Run 1, the clock network:
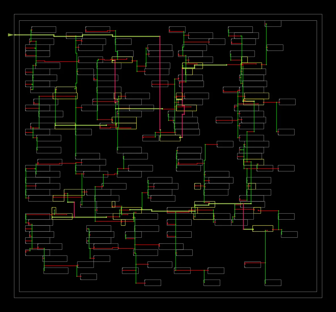
Run 1, placed cells, one colour a class:
Drawn at 3 px/um. Fill, decap, tap and diode cells in grey.
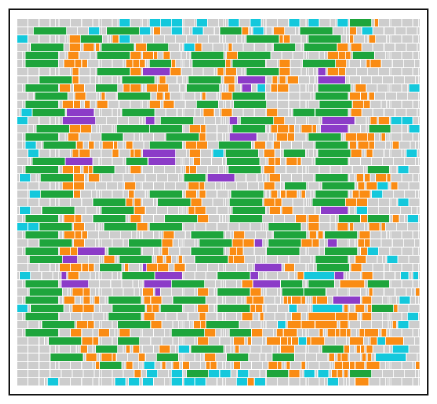
Run 1, close-up of the layout:
Window x 57 to 82, y 52 to 77 um. Cells in grey, sequential cells in the stronger grey; small squares are vias.
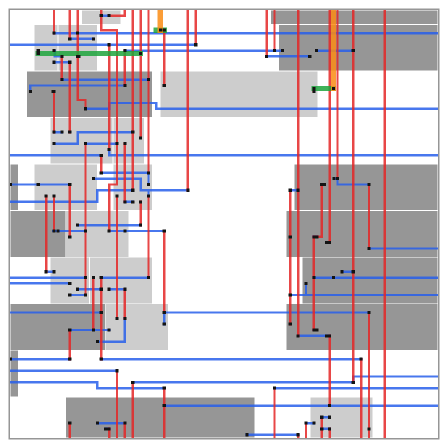
[src/rtl/resp_pkg.sv]
// Shared constants and FSM state type for the response serializer.
// Flag positions describe the 64-bit response word layout.
package resp_pkg;

  localparam int RESP_WIDTH    = 64;
  localparam int BEAT_WIDTH    = 32;

  localparam int FLAG_PRESENT  = 63;
  localparam int FLAG_NOTFOUND = 62;
  localparam int FLAG_NOSPACE  = 61;
  localparam int FLAG_NODEL    = 60;

  typedef enum logic [1:0] {
    IDLE = 2'd0,
    LO   = 2'd1,
    HI   = 2'd2
  } state_e;

endpackage

[src/rtl/resp_fifo.sv]
// Synchronous circular-buffer FIFO with extended-pointer full/empty detection.
// Exposes both the head entry and the one behind it so the reader can chain words.
module resp_fifo #(
  parameter int WIDTH = 64,
  parameter int DEPTH = 4,
  localparam int AW   = $clog2(DEPTH)
) (
  input  logic             clk,
  input  logic             reset,
  input  logic             push_i,
  input  logic [WIDTH-1:0] wdata_i,
  input  logic             pop_i,
  output logic [WIDTH-1:0] head_o,
  output logic [WIDTH-1:0] next_o,
  output logic             full_o,
  output logic             empty_o,
  output logic [AW:0]      count_o
);

  logic [WIDTH-1:0] mem_q [DEPTH];
  logic [AW:0]      wr_ptr_q, wr_ptr_d;
  logic [AW:0]      rd_ptr_q, rd_ptr_d;
  logic [AW:0]      rd_next;
  logic             do_push, do_pop;

  assign full_o  = (wr_ptr_q[AW] != rd_ptr_q[AW]) &&
                   (wr_ptr_q[AW-1:0] == rd_ptr_q[AW-1:0]);
  assign empty_o = (wr_ptr_q == rd_ptr_q);
  assign count_o = wr_ptr_q - rd_ptr_q;

  assign do_push = push_i && !full_o;
  assign do_pop  = pop_i && !empty_o;

  assign rd_next = rd_ptr_q + (AW+1)'(1);
  assign head_o  = mem_q[rd_ptr_q[AW-1:0]];
  assign next_o  = mem_q[rd_next[AW-1:0]];

  assign wr_ptr_d = do_push ? wr_ptr_q + (AW+1)'(1) : wr_ptr_q;
  assign rd_ptr_d = do_pop  ? rd_next : rd_ptr_q;

  always_ff @(posedge clk) begin
    if (!reset) begin
      wr_ptr_q <= '0;
      rd_ptr_q <= '0;
    end else begin
      wr_ptr_q <= wr_ptr_d;
      rd_ptr_q <= rd_ptr_d;
    end
  end

  // Storage needs no reset: entries are only read between pointers.
  always_ff @(posedge clk) begin
    if (do_push) begin
      mem_q[wr_ptr_q[AW-1:0]] <= wdata_i;
    end
  end

endmodule

[src/rtl/response_serializer.sv]
// Buffers 64-bit response words and emits each as two 32-bit AXI-Stream beats.
// Define RESP_STATS_EN to add saturating per-flag event counters.
module response_serializer
  import resp_pkg::*;
#(
  parameter int DATA_WIDTH = 25,
  parameter int FIFO_DEPTH = 4,
  parameter int CNT_WIDTH  = 16,
  localparam int OCC_W     = $clog2(FIFO_DEPTH) + 1
) (
  input  logic                  clk,
  input  logic                  reset,
  input  logic [RESP_WIDTH-1:0] data_i,
  input  logic                  valid_i,
  output logic                  ready_o,
  output logic [BEAT_WIDTH-1:0] m_tdata,
  output logic                  m_tvalid,
  output logic                  m_tlast,
  input  logic                  m_tready,
  output logic [OCC_W-1:0]      occupancy_o
`ifdef RESP_STATS_EN
  ,
  output logic [CNT_WIDTH-1:0]  cnt_present_o,
  output logic [CNT_WIDTH-1:0]  cnt_notfound_o,
  output logic [CNT_WIDTH-1:0]  cnt_nospace_o,
  output logic [CNT_WIDTH-1:0]  cnt_nodel_o
`endif
);

  if (DATA_WIDTH < 1 || DATA_WIDTH > 60) begin : g_bad_data_width
    $error("response_serializer: DATA_WIDTH must be 1..60");
  end
  if (FIFO_DEPTH < 2 || (FIFO_DEPTH & (FIFO_DEPTH - 1)) != 0) begin : g_bad_fifo_depth
    $error("response_serializer: FIFO_DEPTH must be a power of two >= 2");
  end
  if (CNT_WIDTH < 1) begin : g_bad_cnt_width
    $error("response_serializer: CNT_WIDTH must be >= 1");
  end

  // Bits outside the flags and read-data field are forced to zero on entry.
  localparam logic [RESP_WIDTH-1:0] WORD_MASK =
      (RESP_WIDTH'(1) << FLAG_PRESENT)  | (RESP_WIDTH'(1) << FLAG_NOTFOUND) |
      (RESP_WIDTH'(1) << FLAG_NOSPACE)  | (RESP_WIDTH'(1) << FLAG_NODEL)    |
      ((RESP_WIDTH'(1) << DATA_WIDTH) - RESP_WIDTH'(1));

  logic [RESP_WIDTH-1:0] word_in;
  logic [RESP_WIDTH-1:0] fifo_head, fifo_next;
  logic                  fifo_full, fifo_empty;
  logic [OCC_W-1:0]      fifo_count;
  logic                  push, pop;

  state_e                state_q, state_d;
  logic [RESP_WIDTH-1:0] word_q, word_d;

  assign word_in     = data_i & WORD_MASK;
  assign ready_o     = !fifo_full;
  assign push        = valid_i && ready_o;
  assign occupancy_o = fifo_count;

  resp_fifo #(
    .WIDTH (RESP_WIDTH),
    .DEPTH (FIFO_DEPTH)
  ) u_fifo (
    .clk     (clk),
    .reset   (reset),
    .push_i  (push),
    .wdata_i (word_in),
    .pop_i   (pop),
    .head_o  (fifo_head),
    .next_o  (fifo_next),
    .full_o  (fifo_full),
    .empty_o (fifo_empty),
    .count_o (fifo_count)
  );

  always_ff @(posedge clk) begin
    if (!reset) begin
      state_q <= IDLE;
      word_q  <= '0;
    end else begin
      state_q <= state_d;
      word_q  <= word_d;
    end
  end

  // The head stays in the FIFO until its upper beat handshakes, so occupancy
  // includes the word in flight and the follow-on word sits one slot behind.
  always_comb begin
    state_d = state_q;
    word_d  = word_q;
    pop     = 1'b0;
    case (state_q)
      IDLE: begin
        if (!fifo_empty) begin
          word_d  = fifo_head;
          state_d = LO;
        end
      end
      LO: begin
        if (m_tready) begin
          state_d = HI;
        end
      end
      HI: begin
        if (m_tready) begin
          pop = 1'b1;
          if (fifo_count > OCC_W'(1)) begin
            word_d  = fifo_next;
            state_d = LO;
          end else begin
            state_d = IDLE;
          end
        end
      end
      default: state_d = IDLE;
    endcase
  end

  always_comb begin
    m_tvalid = 1'b0;
    m_tlast  = 1'b0;
    m_tdata  = '0;
    case (state_q)
      LO: begin
        m_tvalid = 1'b1;
        m_tdata  = word_q[BEAT_WIDTH-1:0];
      end
      HI: begin
        m_tvalid = 1'b1;
        m_tlast  = 1'b1;
        m_tdata  = word_q[RESP_WIDTH-1:BEAT_WIDTH];
      end
      default: ;
    endcase
  end

`ifdef RESP_STATS_EN
  // Index order: 3 present, 2 not-found, 1 no-space, 0 no-deletion-target.
  logic [3:0]           flags;
  logic [CNT_WIDTH-1:0] cnt_q [4];

  assign flags = {word_in[FLAG_PRESENT], word_in[FLAG_NOTFOUND],
                  word_in[FLAG_NOSPACE], word_in[FLAG_NODEL]};

  always_ff @(posedge clk) begin
    if (!reset) begin
      for (int i = 0; i < 4; i++) begin
        cnt_q[i] <= '0;
      end
    end else if (push) begin
      for (int i = 0; i < 4; i++) begin
        if (flags[i] && (cnt_q[i] != '1)) begin
          cnt_q[i] <= cnt_q[i] + CNT_WIDTH'(1);
        end
      end
    end
  end

  assign cnt_present_o  = cnt_q[3];
  assign cnt_notfound_o = cnt_q[2];
  assign cnt_nospace_o  = cnt_q[1];
  assign cnt_nodel_o    = cnt_q[0];
`endif

endmodule

[config.mk]
export PLATFORM = sky130hd
export DESIGN_NAME = response_serializer
export DESIGN_NICKNAME = d
export VERILOG_FILES = /design/src/rtl/resp_pkg.sv /design/src/rtl/resp_fifo.sv /design/src/rtl/response_serializer.sv
export SDC_FILE = /design/constraint.sdc
export NUM_CORES = 1
export LEC_CHECK = 0
export CAP_MARGIN = 40
export CORE_AREA = 2 2 137 126
export CTS_CLUSTER_DIAMETER = 120
export DETAILED_ROUTE_END_ITERATION = 8
export DIE_AREA = 0 0 139 128
export GPL_ROUTABILITY_DRIVEN = 0
export PLACE_DENSITY_LB_ADDON = 0.05
export SLEW_MARGIN = 20
export SYNTH_ARGS = -nofsm -noshare
export SYNTH_HDL_FRONTEND = slang
export SYNTH_SLANG_ARGS = --single-unit
[constraint.sdc]
create_clock -name clk -period 6.55 [get_ports clk]
set_clock_uncertainty 0.05 [all_clocks]
set_input_delay 1.31 -clock clk [delete_from_list [all_inputs] [get_ports clk]]
set_output_delay 1.31 -clock clk [all_outputs]
set_load 0.01 [all_outputs]
==> flow_results.xml, run 1 <==
<?xml version="1.0" encoding="UTF-8"?>
<metrics>
  <group name="final_layout">
    <metric name="clock_area_share" unit="%">6.964</metric>
    <metric name="layout.buffer.nonclock.area_share" unit="%">9.256</metric>
    <metric name="dominant-cell-class" unit="">sequential cells</metric>
    <metric name="antenna_cells" unit="">0</metric>
    <metric name="layout.area.seq" unit="um^2">4268</metric>
    <metric name="comb-cell-share" unit="%">31.41</metric>
    <metric name="final_stage_net_count" unit="">693</metric>
    <metric name="syn2layout_area_growth" unit="%">20.91</metric>
    <metric name="signal_buffers" unit="">77</metric>
    <metric name="comb_cells" unit="">351</metric>
  </group>
  <group name="synth">
    <metric name="ys_chip_area" unit="um^2">7222</metric>
    <metric name="synth.yosys.warnings" unit="">0</metric>
    <metric name="enable_flop_cells" unit="">116</metric>
    <metric name="synthMostInstantiatedCell" unit="">mux2i_1</metric>
    <metric name="library_cell_occupying_the_most_area_in_the_post_synthesis_netlist" unit="">edfxtp_1</metric>
    <metric name="cells_after_synth" unit="">559</metric>
    <metric name="syn_avg_cell_area" unit="um^2">12.92</metric>
    <metric name="synthFlopType" unit="">edfxtp_1</metric>
    <metric name="synth_cell_types" unit="">34</metric>
    <metric name="postSynth.asyncResetShare" unit="%">0</metric>
    <metric name="numSynthFlops" unit="">155</metric>
    <metric name="ys_cells" unit="">559</metric>
  </group>
  <group name="setup_path">
    <metric name="r2r_worst_path_depth" unit="">7</metric>
    <metric name="ff2ff_setup_slack" unit="ns">3.89</metric>
    <metric name="timing.critical_path.fanout_max" unit="">19</metric>
    <metric name="cp.required" unit="ns">5.19</metric>
    <metric name="worstPathArrival" unit="ns">2.44</metric>
    <metric name="critPathCaptureType" unit="">primary output</metric>
    <metric name="timing.critical_path.from_type" unit="">register</metric>
    <metric name="critical_path.reg2reg.endpoint" unit="">word_q[9]</metric>
  </group>
  <group name="power_and_ir_drop">
    <metric name="p_sw" unit="W">0.0007644</metric>
    <metric name="switching_share" unit="%">27.54</metric>
    <metric name="cellInternalPower" unit="W">0.002011</metric>
    <metric name="comb_power_share" unit="%">20.2</metric>
    <metric name="p_leak" unit="nW">2.945</metric>
    <metric name="power.density" unit="nW/um^2">317.8</metric>
    <metric name="worst_ir_drop_vdd" unit="V">0.0004515</metric>
  </group>
  <group name="grt">
    <metric name="grt_start_max_net_pins" unit="">61</metric>
    <metric name="track_usage" unit="%">19.10</metric>
    <metric name="globalRoute.totalOverflow" unit="">0</metric>
    <metric name="grt_pass1_wl" unit="um">25500</metric>
    <metric name="antenna_found_initial" unit="">0</metric>
    <metric name="first_global_vias" unit="">4657</metric>
  </group>
  <group name="cts">
    <metric name="clock_root_buffer" unit="">clkbuf_16</metric>
    <metric name="post-cts-setup-buffers" unit="">0</metric>
    <metric name="tritoncts" unit="">built</metric>
    <metric name="cts.path.max_buffers" unit="">2</metric>
  </group>
  <group name="final_timing">
    <metric name="setup_viol" unit="">0</metric>
    <metric name="slew_worst_pin" unit="ns">0.8589</metric>
    <metric name="max_freq" unit="MHz">263.0</metric>
    <metric name="max_slew_margin" unit="%">42.74</metric>
    <metric name="final-max-slew-violation-count" unit="">0</metric>
    <metric name="grt_setup_unrepaired" unit="">no</metric>
    <metric name="final_period_util" unit="%">58.05</metric>
    <metric name="final_hold_slack" unit="ns">0.4047</metric>
    <metric name="finalWorstPathRequiredPeriod" unit="ns">3.802</metric>
    <metric name="hold_viol" unit="">0</metric>
  </group>
  <group name="min_path">
    <metric name="worst_hold_path.num_cells" unit="">2</metric>
    <metric name="worstHoldStart" unit="">word_q[1]</metric>
    <metric name="timing.hold.worst_endpoint" unit="">word_q[1]</metric>
    <metric name="hold_path.class" unit="">register to register</metric>
  </group>
  <group name="drt">
    <metric name="drt-pass1-iter-count" unit="">5</metric>
    <metric name="initialDrtViolationCount" unit="">248</metric>
    <metric name="post_drt_via_cell_ratio" unit="">5.560</metric>
    <metric name="drtAntennaViolNets" unit="">0</metric>
    <metric name="route.final.wire_length" unit="um">16580</metric>
  </group>
  <group name="status">
    <metric name="status" unit="">complete, no violations</metric>
  </group>
  <group name="floorplanning">
    <metric name="ioPinCount" unit="">106</metric>
    <metric name="floorplan_utilization" unit="%">43.93</metric>
  </group>
</metrics>
-- 'the clock network' (at the start) --
number of clock-tree buffers in the layout: 18
flip-flop and latch count: 155
Inserted Clock Buffers: 17
worst skew pair latency: 0.43 ns
clock sink total: 155

-- 'placed cells, one colour a class' (at the start) --
| class | colour | cells | share of their area |
|---|---|---|---|
| remaining buffers and delay cells | cyan | 77 | 9.5% |
| sequential cells | green | 155 | 50% |
| remaining logic cells | orange | 362 | 33% |
| clock drivers and dummy loads | purple | 32 | 7.2% |
sequential share of cell area: 48.88%
placeable core area: 16440 um^2
count of standard-cell rows: 45

-- 'close-up of the layout' (at the start) --
| layer | colour |
|---|---|
| M3 | green |
| M2 | red |
| M1 | blue |
| M4 | orange |
most frequent: edfxtp_1 (7), mux2i_1 (6), o22ai_1 (2)
cells with their middle in the window: 20
netlist names of flops here include: u_fifo.mem_q (7), word_q (1)
sequential cells in the window: 8

==> run 1: power by group through the flow <==
stage | sequential [W] | clock (W) | combinational [W]
CTS | 0.00121 | 0.00103 | 0.000568
global route | 0.00123 | 0.00107 | 0.000606
detailed placement | 0.00123 | 0 | 0.000567
global placement | 0.00123 | 0 | 0.000521
finish | 0.00121 | 0.00100 | 0.000560
floorplan | 0.00122 | 0 | 0.000355
==> run 1: cell families after synthesis <==
logic type / count (synthesis) / share of synthesized area (%)
compound gates: 100 / 8.229
xor+xnor: 7 / 1.039
fa+ha+maj: 12 / 2.183
buf+inv: 55 / 3.482
flops: 155 / 59.04
mux: 147 / 20.37
other cells: 1 / 0.05193
simple gates: 82 / 5.596
==> run 1: per-layer routing <==
metal,vias up,GRT usage (%),part of all wire (%)
met5,-,0,0
met4,0,5.585,0.93
met3,15,4.333,3.0
met2,92,33.58,50
met1,2328,23.80,46
li1,2219,-,-
==> run 1: worst max-delay path, cell delays in order (launching register included) <==
cell and delay [ns]:
dfxtp_1 0.40, inv_1 0.09, ha_1 0.54, buf_16 0.21
and3_1 0.21, clkdlybuf4s50_1 0.55
==> run 1: worst max path at each step <==
stage | cells past startpoint | slack, ns | start | endpoint
2_1_floorplan | 2 | 3.86 | valid_i | u_fifo.mem_q[0][0]
3_3_place_gp | 4 | 2.93 | state_q[1] | m_tdata[4]
3_5_place_dp | 5 | 3.21 | state_q[1] | m_tdata[4]
4_1_cts | 5 | 2.74 | state_q[1] | m_tdata[4]
5_1_grt | 5 | 2.66 | state_q[1] | m_tdata[4]
6_report | 5 | 2.75 | state_q[1] | m_tdata[20]
==> run 1: through the flow <==
stage               total power, W  instance area [um^2]  util [%]  instances  setup WS, ns
floorplan                 0.001575                  7229         -        561         3.858
global placement          0.001753                  8026     48.82        801         2.934
detailed placement        0.001802                  8124     49.41        805         3.210
CTS                       0.002810                  8732     53.11        837         2.740
global route              0.002900                  8732     53.11        837         2.657
finish                    0.002775                  8732     53.11        837         2.748
==> run 1: registers in the layout (all words and copies together) (netlist names), named ones only <==
signal,flops
u_fifo.mem_q,116
word_q,29
u_fifo.rd_ptr_q,3
u_fifo.wr_ptr_q,3
state_q,2
==> run 1: placed cells by master, fill, tap and decap left out, types with 2 or more instances in the layout <==
| master | count |
|---|---|
| edfxtp_1 | 116 |
| buf_16 | 3 |
| clkinv_2 | 2 |
| o21ai_0 | 29 |
| a21oi_1 | 3 |
| nand2_1 | 33 |
| and3_1 | 25 |
| conb_1 | 3 |
| nand2b_2 | 2 |
| ha_1 | 10 |
| xnor2_1 | 4 |
| mux2i_1 | 147 |
| or2_2 | 2 |
| xor2_1 | 2 |
| and2_1 | 7 |
| inv_6 | 3 |
| o22ai_1 | 60 |
| clkbuf_16 | 17 |
| buf_4 | 6 |
| inv_1 | 9 |
| nand3_1 | 3 |
| bufinv_16 | 3 |
| dfxtp_1 | 38 |
| clkdlybuf4s50_1 | 66 |
| o21a_1 | 2 |
| clkinvlp_4 | 4 |
| nor2_1 | 9 |
| clkinv_1 | 2 |
## Run 2: what changed since run 1
==> constraint.sdc (replaced) <==
create_clock -name clk -period 3.05 [get_ports clk]
set_clock_uncertainty 0.05 [all_clocks]
set_input_delay 0.61 -clock clk [delete_from_list [all_inputs] [get_ports clk]]
set_output_delay 0.61 -clock clk [all_outputs]
set_load 0.01 [all_outputs]
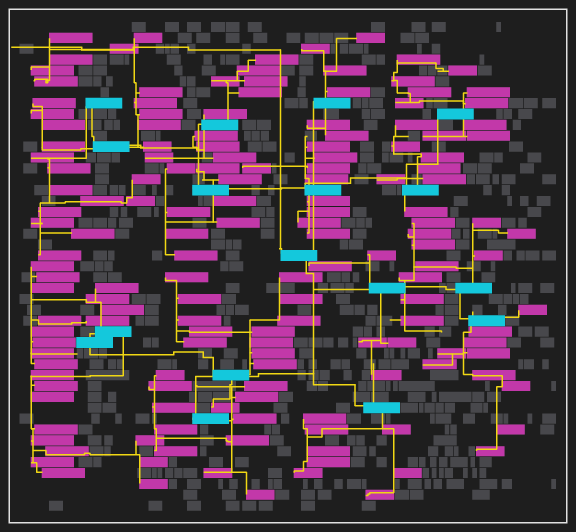
Run 2: clock network drawn from the DEF
Drawn at 4 px/um.
[clock-net drivers] cyan | count: 17
[clock wires] yellow | length: 1760 um
[flip-flops] magenta | count: 155
flops lie: all over the die
clock network power: 0.00211 W
worst skew pair latency: 0.42 ns
part of the total power dissipated in the clock network: 35.8%

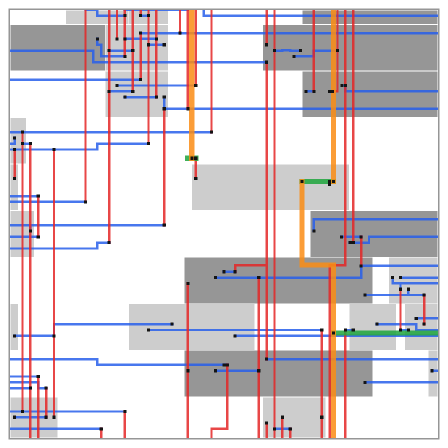
Run 2: close-up of the layout
Window x 57 to 82, y 52 to 77 um. Cells in grey, sequential cells in the stronger grey; small squares are vias.

==> run 2 against run 1 <==
Sequential power up 120%. Critical endpoint is now occupancy_o[2]. Sequential cell count unchanged. Sequential share of layout area down 0.31 points. Highest routed layer unchanged. Die size unchanged.
==> flow_results.xml, run 2 <==
<?xml version="1.0" encoding="UTF-8"?>
<metrics>
  <group name="synth">
    <metric name="library_cell_occupying_the_most_area_in_the_post_synthesis_netlist" unit="">edfxtp_1</metric>
    <metric name="synthMostInstantiatedCell" unit="">mux2i_1</metric>
    <metric name="cells_after_synth" unit="">559</metric>
    <metric name="mappedNetlistArea" unit="um^2">7222</metric>
    <metric name="postSynth.asyncResetShare" unit="%">0</metric>
    <metric name="synthTopCellsByCount" unit="">mux2i_1 (147), edfxtp_1 (116), o22ai_1 (60)</metric>
    <metric name="synthFlopType" unit="">edfxtp_1</metric>
    <metric name="yosys.stat.seqShare" unit="%">59.04</metric>
    <metric name="synth_cell_types" unit="">34</metric>
    <metric name="ys_chip_area" unit="um^2">7222</metric>
    <metric name="synth.yosys.warnings" unit="">0</metric>
    <metric name="ys_cells" unit="">559</metric>
    <metric name="enable_flop_cells" unit="">116</metric>
    <metric name="numSynthFlops" unit="">155</metric>
    <metric name="syn_avg_cell_area" unit="um^2">12.92</metric>
  </group>
  <group name="power_and_ir_drop">
    <metric name="p_leak" unit="nW">3.002</metric>
    <metric name="sequential_group_share_of_total_power" unit="%">44.3</metric>
    <metric name="comb_power_share" unit="%">19.9</metric>
    <metric name="cellInternalPower" unit="W">0.004235</metric>
    <metric name="power.density" unit="nW/um^2">669.6</metric>
    <metric name="p_sw" unit="W">0.001651</metric>
    <metric name="switching_share" unit="%">28.05</metric>
    <metric name="worst_ir_drop_vdd" unit="V">0.0004038</metric>
  </group>
  <group name="grt">
    <metric name="grt_start_max_net_pins" unit="">60</metric>
    <metric name="antenna_found_initial" unit="">0</metric>
    <metric name="grt_pass1_wl" unit="um">26110</metric>
    <metric name="track_usage" unit="%">19.52</metric>
    <metric name="globalRoute.totalOverflow" unit="">0</metric>
    <metric name="first_global_vias" unit="">4764</metric>
  </group>
  <group name="setup_path">
    <metric name="critical-path-slowest-cell" unit="">clkdlybuf4s50_1</metric>
    <metric name="critPathCaptureType" unit="">primary output</metric>
    <metric name="r2r_worst_path_depth" unit="">8</metric>
    <metric name="critPathMostFrequentCell" unit="">inv_1</metric>
    <metric name="ff2ff_setup_slack" unit="ns">0.57</metric>
    <metric name="cp.required" unit="ns">2.39</metric>
    <metric name="crit_path_max_incr_delay" unit="ns">0.53</metric>
    <metric name="timing.critical_path.from_type" unit="">register</metric>
    <metric name="crit_path_cell_trace" unit="">inv_1 -&gt; ha_1 -&gt; fa_1 -&gt; xnor3_1 -&gt; inv_1 -&gt; clkdlybuf4s50_1</metric>
    <metric name="worstPathArrival" unit="ns">2.29</metric>
    <metric name="timing.critical_path.fanout_max" unit="">4</metric>
  </group>
  <group name="floorplanning">
    <metric name="ioPinCount" unit="">106</metric>
    <metric name="floorplan_utilization" unit="%">43.93</metric>
    <metric name="core-area" unit="um^2">16440</metric>
    <metric name="rows" unit="">45</metric>
  </group>
  <group name="final_layout">
    <metric name="layout.cells.most_common" unit="">mux2i_1</metric>
    <metric name="layout_top_cells" unit="">mux2i_1 (147), edfxtp_1 (116), clkdlybuf4s50_1 (66)</metric>
    <metric name="syn2layout_area_growth" unit="%">21.73</metric>
    <metric name="largest_reg_flops" unit="">116</metric>
    <metric name="final_stage_net_count" unit="">708</metric>
    <metric name="antenna_cells" unit="">0</metric>
  </group>
  <group name="drt">
    <metric name="initialDrtViolationCount" unit="">260</metric>
    <metric name="drt-pass1-iter-count" unit="">4</metric>
    <metric name="wl_met3" unit="um">507</metric>
    <metric name="top_signal_layer_used" unit="">met4</metric>
    <metric name="route.final.wire_length" unit="um">16770</metric>
    <metric name="post_drt_via_cell_ratio" unit="">5.437</metric>
    <metric name="total_routed_wire_length_on_the_met1_layer" unit="um">7585</metric>
    <metric name="remaining_drc_errors" unit="">0</metric>
    <metric name="drtAntennaViolNets" unit="">0</metric>
  </group>
  <group name="cts">
    <metric name="clock-sinks" unit="">155</metric>
    <metric name="cts-buffers-inserted" unit="">17</metric>
    <metric name="post-cts-setup-buffers" unit="">0</metric>
    <metric name="clock_root_buffer" unit="">clkbuf_16</metric>
    <metric name="cts-resized-gates" unit="">0</metric>
    <metric name="cts.path.max_buffers" unit="">2</metric>
  </group>
  <group name="min_path">
    <metric name="hold_path.class" unit="">register to register</metric>
    <metric name="worst_hold_path.num_cells" unit="">2</metric>
  </group>
  <group name="final_timing">
    <metric name="max_freq" unit="MHz">338.6</metric>
    <metric name="final-max-slew-violation-count" unit="">0</metric>
    <metric name="grt_setup_unrepaired" unit="">no</metric>
    <metric name="max_slew_margin" unit="%">52.10</metric>
    <metric name="final_period_util" unit="%">96.82</metric>
    <metric name="worst_slack" unit="ns">0.09692</metric>
    <metric name="setup_viol" unit="">0</metric>
    <metric name="slew_worst_pin" unit="ns">0.7186</metric>
    <metric name="finalWorstPathRequiredPeriod" unit="ns">2.953</metric>
  </group>
  <group name="status">
    <metric name="status" unit="">complete, no violations</metric>
  </group>
  <group name="place">
    <metric name="detailedPlace.worstSlack" unit="ns">0.4755</metric>
  </group>
</metrics>
[run 2: cells by family (layout without fill, tap and decap cells)]
group | count (synthesis) | in the layout | share of synthesized area [%]
AND-OR/OR-AND | 100 | 100 | 8.229
XOR/XNOR | 7 | 7 | 1.039
adder cells (fa/ha/maj) | 12 | 12 | 2.183
buffers and inverters | 55 | 135 | 3.482
flip-flops | 155 | 155 | 59.04
multiplexers | 147 | 147 | 20.37
other | 1 | 3 | 0.05193
AND/OR/NAND/NOR | 82 | 82 | 5.596
[run 2: path summary, 6_finish.rpt]
path,to,from
setup / recovery,occupancy_o[2],u_fifo.wr_ptr_q[0]
hold / removal,word_q[22],word_q[22]
setup reg to reg,word_q[14],state_q[0]
hold reg to reg,word_q[22],word_q[22]
[run 2: stage by stage]
stage	hold WS, ns	total power (W)	utilization, %	std cells	cell area (um^2)
floorplan	0.3839	0.003382	-	561	7229
CTS	0.4094	0.005946	53.46	852	8790
finish	0.4071	0.005886	53.47	852	8791
detailed placement	0.4012	0.003832	49.81	820	8189
global route	0.4273	0.006161	53.47	852	8791
global placement	0.3922	0.003802	49.81	820	8189
[run 2: final cells by class]
cell class,instances,area (um^2)
Fill cell,1390,7650
Sequential cell,155,4269
Multi-Input combinational cell,351,2738
Timing Repair Buffer,92,878.3
Clock buffer,18,439.2
Tap cell,211,264.0
Clock inverter,14,161.4
Inverter,11,41.29
[run 2: worst max-delay path: cells and delay by family, from the launching register on]
| family | cells | cell delay, ns |
|---|---|---|
| flops | 1 | 0.36 |
| fa+ha+maj | 2 | 0.58 |
| buf+inv | 3 | 0.69 |
| xor+xnor | 1 | 0.24 |
[run 2: metal layers]
layer / track usage (%) / vias up
met3: 4.408 / 10
met5: 0 / -
met4: 5.466 / 0
met2: 34.51 / 84
met1: 24.26 / 2295
li1: - / 2243
[run 2: power groups by stage]
stage | combinational [W] | clock (W) | sequential (W)
after CTS | 0.00118 | 0.00215 | 0.00261
after global placement | 0.00116 | 0 | 0.00264
after floorplan | 0.000763 | 0 | 0.00262
final | 0.00117 | 0.00211 | 0.00261
after global routing | 0.00128 | 0.00225 | 0.00263
after detailed placement | 0.00118 | 0 | 0.00265
## Run 3: what changed since run 2
--- a/config.mk
+++ b/config.mk
@@ -6,11 +6,12 @@
 export NUM_CORES = 1
 export LEC_CHECK = 0
 export CAP_MARGIN = 40
-export CORE_AREA = 2 2 137 126
+export CORE_AREA = 2 2 145 133
 export CTS_CLUSTER_DIAMETER = 120
 export DETAILED_ROUTE_END_ITERATION = 8
-export DIE_AREA = 0 0 139 128
+export DIE_AREA = 0 0 147 135
 export GPL_ROUTABILITY_DRIVEN = 0
+export MAX_ROUTING_LAYER = met4
 export PLACE_DENSITY_LB_ADDON = 0.05
 export SLEW_MARGIN = 20
 export SYNTH_ARGS = -nofsm -noshare
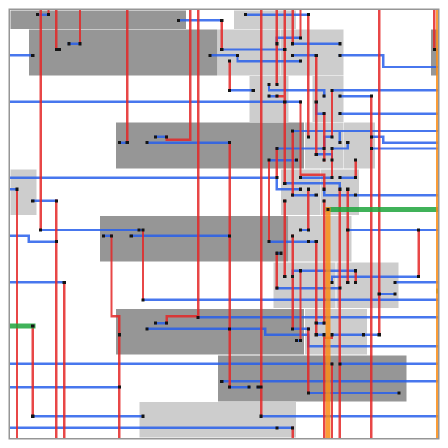
Run 3: close-up of the layout
Window x 61 to 86, y 55 to 80 um. Cells in grey, sequential cells in the stronger grey; small squares are vias.
| layer | colour |
|---|---|
| M1 | blue |
| M2 | red |
| M3 | green |
| M4 | orange |
most frequent: mux2i_1 (6), edfxtp_1 (5), o22ai_1 (4)
cells with their middle in the window: 18
netlist names of flops here include: u_fifo.mem_q (5)
sequential cells in the window: 5

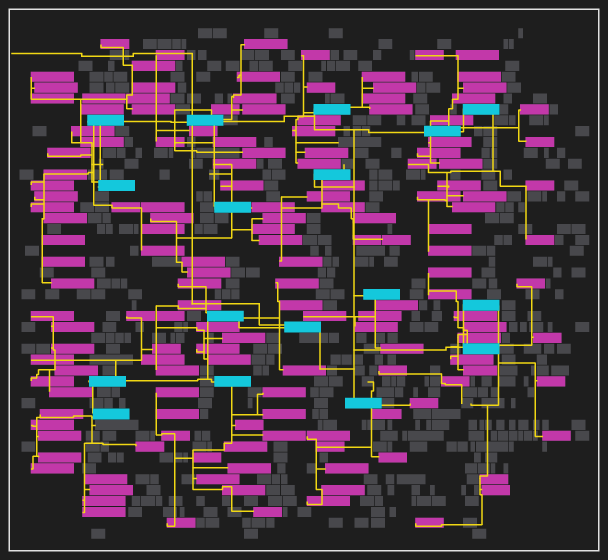
Run 3: clock network drawn from the DEF
Drawn at 4 px/um.
[clock-net drivers] cyan | count: 17
[flip-flops] magenta | count: 155
[clock wires] yellow | length: 1990 um
routed clock nets: 18
flops lie: all over the die
part of the total power dissipated in the clock network: 37.3%
worst skew pair latency: 0.43 ns

==> run 3 against run 2 <==
Global-route usage is 0.40 points lower. Synthesized area stayed put. Combinational power hardly changed. Non-clock buffer count stayed put. Maximum frequency is 0.60% higher. Count of clock-buffer cells in the layout is 1 higher. Sequential cell count stayed put. Register-to-register slack better by 0.02 ns. Critical path type unchanged. Highest routed layer unchanged.
==> flow_results.xml, run 3 <==
<?xml version="1.0" encoding="UTF-8"?>
<metrics>
  <group name="synth">
    <metric name="synth_cell_types" unit="">34</metric>
    <metric name="enable_flop_cells" unit="">116</metric>
    <metric name="numSynthFlops" unit="">155</metric>
    <metric name="yosys.stat.seqShare" unit="%">59.04</metric>
    <metric name="postSynth.asyncResetShare" unit="%">0</metric>
    <metric name="synth.yosys.warnings" unit="">0</metric>
    <metric name="mappedNetlistArea" unit="um^2">7222</metric>
    <metric name="synthTopCellsByCount" unit="">mux2i_1 (147), edfxtp_1 (116), o22ai_1 (60)</metric>
    <metric name="synth_largest_type_area_fraction" unit="%">48.23</metric>
    <metric name="cells_after_synth" unit="">559</metric>
    <metric name="ys_chip_area" unit="um^2">7222</metric>
    <metric name="synthFlopType" unit="">edfxtp_1</metric>
    <metric name="ys_cells" unit="">559</metric>
    <metric name="synthMostInstantiatedCell" unit="">mux2i_1</metric>
    <metric name="syn_avg_cell_area" unit="um^2">12.92</metric>
    <metric name="library_cell_occupying_the_most_area_in_the_post_synthesis_netlist" unit="">edfxtp_1</metric>
  </group>
  <group name="final_layout">
    <metric name="layout_top_cells" unit="">mux2i_1 (147), edfxtp_1 (116), clkdlybuf4s50_1 (66)</metric>
    <metric name="antenna_cells" unit="">0</metric>
    <metric name="final_stage_net_count" unit="">708</metric>
    <metric name="largest_reg_flops" unit="">116</metric>
    <metric name="drive_gt1_share" unit="%">9.828</metric>
    <metric name="syn2layout_area_growth" unit="%">23.11</metric>
    <metric name="layout.cells.most_common" unit="">mux2i_1</metric>
    <metric name="fillerInstances" unit="">1645</metric>
  </group>
  <group name="final_timing">
    <metric name="setup_viol" unit="">0</metric>
    <metric name="hold_viol" unit="">0</metric>
    <metric name="final-max-slew-violation-count" unit="">0</metric>
    <metric name="worst_slack" unit="ns">0.1145</metric>
    <metric name="max_freq" unit="MHz">340.7</metric>
    <metric name="finalWorstPathRequiredPeriod" unit="ns">2.935</metric>
    <metric name="slew_worst_pin" unit="ns">0.6510</metric>
    <metric name="grt_setup_unrepaired" unit="">no</metric>
  </group>
  <group name="setup_path">
    <metric name="crit_path_max_incr_delay" unit="ns">0.52</metric>
    <metric name="rr_startpoint" unit="">state_q[1]</metric>
    <metric name="crit_path_cell_trace" unit="">inv_1 -&gt; ha_1 -&gt; fa_1 -&gt; xnor3_1 -&gt; inv_1 -&gt; clkdlybuf4s50_1</metric>
    <metric name="timing.critical_path.fanout_max" unit="">4</metric>
    <metric name="timing.critical_path.from_type" unit="">register</metric>
    <metric name="worstPathArrival" unit="ns">2.28</metric>
    <metric name="cp.required" unit="ns">2.39</metric>
    <metric name="critPathCaptureType" unit="">primary output</metric>
    <metric name="critical-path-slowest-cell" unit="">clkdlybuf4s50_1</metric>
    <metric name="critPathMostFrequentCell" unit="">inv_1</metric>
    <metric name="worst_setup_path_startpoint" unit="">u_fifo.wr_ptr_q[0]</metric>
  </group>
  <group name="place">
    <metric name="detailedPlace.worstSlack" unit="ns">0.4765</metric>
  </group>
  <group name="power_and_ir_drop">
    <metric name="p_leak" unit="nW">3.028</metric>
    <metric name="worst_ir_drop_vdd" unit="V">0.0004051</metric>
    <metric name="power.density" unit="nW/um^2">682.9</metric>
  </group>
  <group name="floorplanning">
    <metric name="floorplan_utilization" unit="%">39.62</metric>
    <metric name="die_height" unit="um">135</metric>
    <metric name="ioPinCount" unit="">106</metric>
    <metric name="core-area" unit="um^2">18230</metric>
    <metric name="rows" unit="">47</metric>
  </group>
  <group name="grt">
    <metric name="globalRoute.totalOverflow" unit="">0</metric>
    <metric name="track_usage" unit="%">19.11</metric>
    <metric name="antenna_found_initial" unit="">0</metric>
    <metric name="grt_pass1_wl" unit="um">27660</metric>
    <metric name="grt_start_max_net_pins" unit="">46</metric>
  </group>
  <group name="cts">
    <metric name="cts.path.max_buffers" unit="">2</metric>
    <metric name="clock-sinks" unit="">155</metric>
    <metric name="tritoncts" unit="">built</metric>
    <metric name="clock_root_buffer" unit="">clkbuf_16</metric>
    <metric name="cts-buffers-inserted" unit="">17</metric>
  </group>
  <group name="drt">
    <metric name="initialDrtViolationCount" unit="">343</metric>
    <metric name="route.final.wire_length" unit="um">17630</metric>
    <metric name="remaining_drc_errors" unit="">0</metric>
    <metric name="post_drt_via_cell_ratio" unit="">5.318</metric>
    <metric name="drtAntennaViolNets" unit="">0</metric>
    <metric name="drt-pass1-iter-count" unit="">4</metric>
  </group>
  <group name="min_path">
    <metric name="hold_path.class" unit="">register to register</metric>
    <metric name="worstHoldStart" unit="">word_q[10]</metric>
  </group>
  <group name="status">
    <metric name="status" unit="">complete, no violations</metric>
  </group>
</metrics>
[run 3: cell counts after synthesis]
No cell type changed its count.
[run 3: layout make-up]
cell class,count,area [um^2],area share [%]
clock buffers,19,442.9,4.982
clock inverters,13,190.2,2.139
inverters,11,41.29,0.4644
multi-input cells,351,2738,30.79
flip-flops and latches,155,4269,48.02
well taps,245,306.5,3.448
repair buffers,92,903.4,10.16
[run 3: worst paths after layout]
check	endpoint	slack (ns)	cells after the start
worst max-delay path	occupancy_o[2]	0.11	6
worst min-delay path	word_q[10]	0.40	2
worst max register to register	word_q[2]	0.59	6
worst min register to register	word_q[10]	0.40	2
[run 3: kinds of logic (layout without fill, tap and decap cells)]
family,count (synthesis),count (layout),synth area share (%)
adder cells (fa/ha/maj),12,12,2.183
multiplexers,147,147,20.37
AND/OR/NAND/NOR,82,82,5.596
other,1,3,0.05193
XOR/XNOR,7,7,1.039
flip-flops,155,155,59.04
AND-OR/OR-AND,100,100,8.229
buffers and inverters,55,135,3.482
[run 3: metrics by stage]
step	hold slack [ns]	power (W)	area, um^2	instances	utilization (%)
after floorplan	0.3839	0.003382	7229	561	-
after global placement	0.3926	0.003845	8249	853	45.25
after detailed placement	0.3987	0.003869	8249	853	45.25
after CTS	0.4077	0.006135	8882	885	48.72
after global routing	0.4237	0.006339	8891	886	48.77
final	0.4032	0.006071	8891	886	48.77
[run 3: worst max-delay path, delay by kind of cell (launching register included)]
kind / cells / cell delay (ns)
XOR/XNOR: 1 / 0.22
flip-flops: 1 / 0.37
buffers and inverters: 3 / 0.68
adder cells (fa/ha/maj): 2 / 0.58
[run 3: report_power, final]
| group | internal (W) | switching [W] |
|---|---|---|
| Combinational | 0.000505 | 0.000693 |
| Clock | 0.00140 | 0.000866 |
| Sequential | 0.00250 | 0.000107 |
[run 3: timing repair]
action / CTS / global route
setup buffers: 0 / 1
gates resized: 0 / 1
endpoints found under the setup margin: 0 / 1
[run 3: routing by layer]
metal / vias up / GRT usage [%] / wire length, um
met2: 82 / 31.77 / 8671
met5: - / - / 0
met4: 0 / 5.502 / 226
met3: 18 / 4.223 / 499
li1: 2254 / - / -
met1: 2358 / 23.71 / 8234

==> gallery <==
Local utilization.
Plate I
Drawn at 2 px/um. 14 x 13 tiles, from black (low) to pale yellow (high), 0 to 100% covered.
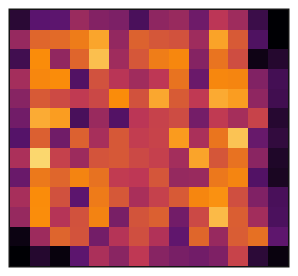
Plate II
Drawn at 2 px/um. 15 x 14 tiles, from black (low) to pale yellow (high), 0 to 100% covered.
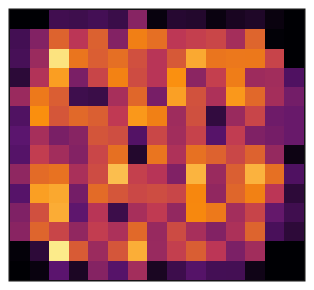
Plate III
Drawn at 2 px/um. 14 x 13 tiles, from black (low) to pale yellow (high), 0 to 100% covered.
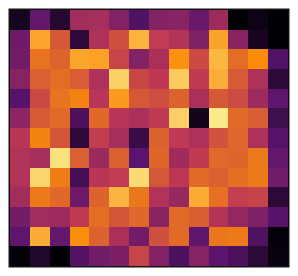
run 1: Plate I
run 3: Plate II
run 2: Plate III

Power is estimated from default activity; no workload was simulated.
